### Met1 routing

(3 px per µm) Supply wires on this layer in grey.
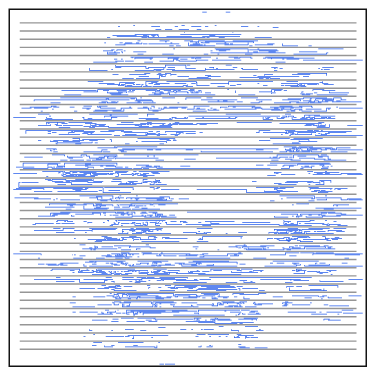
### M2 wires

(2 px per µm) Cells faint in the background.
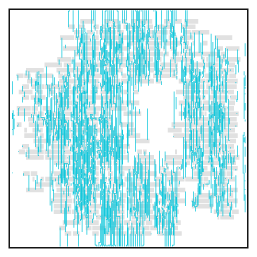
### Metal 3

(3 px per µm)
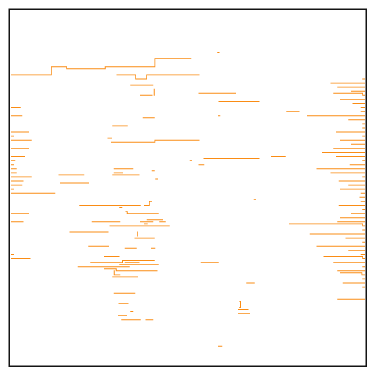
### Met4 routing

(3 px per µm) Supply wires on this layer in grey.
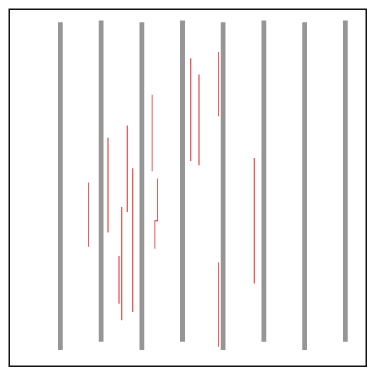
Design cp0_irq_ctrl, sky130hd; sources not shown.
==> metrics.yaml <==
fin_nets: 728
dp_slack_ns: -0.3425
ys.flops: 95
async_reset_ff_share_pct: 100.0
wl_per_cell_um: 19.40
hold_ws_ns: -0.03201
grt_max_degree: 96
num-fill-cells: 911
yosys_cells: 441
antenna_left: 0
yosysWarnings: 0
critPathRequiredTime_ns: 1.39
rsz0062_at_grt: "yes"
worstPathArrival_ns: 1.54
area_growth_pct: 77.65
postSynthSeqShare_pct: 53.63
portBuffers: 144
dieHeight_um: 118.5
failed_checks: "hold timing, setup timing"
top_area_share_pct: 53.63
common_cells: "104 x nand2_1, 95 x dfrtp_1, 37 x mux2i_1"
worst_path_max_delay_cell: "mux4_2"
crit_path_cell_trace: "buf_6 > mux4_2 > buf_8"
power.total_mw: 12.07
warning_count: 28
critPathCaptureType: "output pin"
gr-total-overflow: 0
yosysTopAreaCell: "dfrtp_1"
initialDrtViolationCount: 330
n_antenna_cell: 0
critPathBufInv: 2
track_usage_pct: 22.01
worst-slew-pin-transition_ns: 0.5387
syn_nets: 521
die_area_um2: 14050
cts_root_buf: "clkbuf_16"
core_area_um2: 12210
hold_viol: 8
crit_fanout: 2
cp.depth: 3
antenna_found_initial: 0
clk_path_buf_depth: 2
yosysMostFrequentCell: "nand2_1"
syn_area_per_cell_um2: 10.05
register_area_um2: 2379
fin_ws_ns: -0.1544
fp-utilization_pct: 36.30
ctsHtreeMaxLevel: 3
synthTopCellsByArea: "dfrtp_1 54%, nand2_1 8.8%, mux2i_1 8.4%"
power.density_nw_per_um2: 1533
ys_types: 38
grt_pass1_vias: 4498
clk_latency_ns: 0.34
cts_num_sinks: 95
slew_headroom_pct: 64.08
via_per_inst: 5.241
ff2ff_path_depth: 8
numCtsBuffers: 9
grt_first_pass_wirelength_mm: 24.39
placed_area_um2: 6619
edf_count: 0
maxCapViolations: 0
drive_above_1_share_pct: 41.19
dr.pass1.iters: 5
p_leak_nw: 3.404
netlist_instances: 441
final.min_clock_period_ns: 1.954
io_pins: 145
critPathTopFamily: "multiplexers"
ff2ff_setup_slack_ns: -0.12
setup-violations-final: 53
drc_errors: 0
fp.dieW_um: 118.5
critPathLaunchType: "flop"
cts_hold_buf: 0
max_freq_mhz: 511.7
finalClockPeriodUsage_pct: 108.6
stdcell_area_um2: 7875
syn-cell-area_um2: 4433
combGateArea_um2: 2306
max_stage_delay_ns: 0.47
utilization_pct: 64.49
post-dp-hpwl_mm: 10.26
hold_path_class: "input pin to async pin"
cts_tree: "done"
flop_cell: "dfrtp_1"
final_max_slew_viol_count: 0
floorplan.rows: 40
clkSlewWorstSetupHoldPaths_ns: 0.06
status: "finished, violations left"
peakVddDrop_mv: 0.6956
critPathKind: "flop to output pin"
yosys_area_um2: 4433
-- 'Met1 routing' (at the start) --
The layer carries 6280 µm of wire. 647 nets have wire on it. The layer holds 39% of the routed length.
final wirelength: 15.93 mm
GR Util met1: 26.66%
Vias: 4303

-- 'M2 wires' (at the start) --
The layer holds 52% of the routed length. The longest straight run is 42.3 µm. 652 nets have wire on it. The layer carries 8350 µm of wire. The wires run mostly vertical.
met2 usage: 38.05%

-- 'Metal 3' (at the start) --
The longest straight run is 24.4 µm. The layer carries 919 µm of wire. The layer holds 5.8% of the routed length.
met3 Use GR: 4.785%

-- 'Met4 routing' (at the start) --
The layer holds 2.4% of the routed length. The wires run mostly vertical. The longest straight run is 47.6 µm. 11 nets have wire on it. The layer carries 385 µm of wire.

## worst reg2reg max path, delay by kind of cell, from the launching register on
family	cells	cell delay [ns]
flops	1	0.39
mux	1	0.26
compound gates	3	0.55
fa+ha+maj	1	0.21
buf+inv	3	0.34
## per-layer routing
layer  share of wire [%]  track usage, %  vias up
met2                  52           38.05      172
met1                  39           26.66     2143
met4                 2.4           8.762        0
met3                 5.8           4.785       29
met5                   0               0        -
li1                    -               -     1959
## final cells by class
type	count	share of cell area (%)
Clock buffer	12	3.003
Timing Repair Buffer	224	33.52
Tap cell	168	2.669
Clock inverter	4	0.8897
Multi-Input combinational cell	309	29.28
Inverter	9	0.4290
Sequential cell	95	30.20
## stage by stage
step | instances | setup TNS, ns | hold slack, ns
global route | 821 | -5.418 | 0.01176
global placement | 774 | -20.42 | 0.3570
finish | 821 | -3.759 | -0.03201
CTS | 816 | -1.824 | 0.03453
detailed placement | 774 | -21.37 | 0.3672
floorplan | 441 | 0 | 0.01441
## layout by cell type (no fill, tap or decap), types with 5 or more instances in the layout
cell type        Yosys  layout
and2_4               0      16
o21ai_2              0      10
mux2_2              13      13
nand2_2              0      18
clkbuf_16            0      12
a22o_1              15      14
buf_16               0       7
buf_4                1      78
buf_6                0      16
inv_1                9       8
a21oi_2              0      20
a32oi_1              5       5
o21ai_0             32       5
nand2_1            104      81
nand2_4              0       5
clkdlybuf4s50_1      0      75
o21ai_1              5      22
a21oi_1             35      14
mux2i_1             37      35
buf_12               0      40
dfrtp_1             95      94
## report_power, final
group	internal, mW	switching, mW	total, mW
logic	2.79	3.67	6.46
clock network	1.21	0.768	1.98
registers	2.96	0.672	3.63
## what timing repair did
action                                  CTS  global route
pin swaps                                23            26
buffers inserted                         16             3
resized                                 107            65
cloned                                   10             4
endpoints found under the setup margin   73            91
hold endpoints to repair                  0             0
## cells by family after synthesis
kind of cell / synth area share (%)
AOI/OAI and AO/OA: 15.07
xor gates and xnor gates: 0.1976
adders and majority gates: 0.2822
buffers and inverters: 3.641
DFF: 53.63
muxes: 12.67
and+or+nand+nor: 14.51
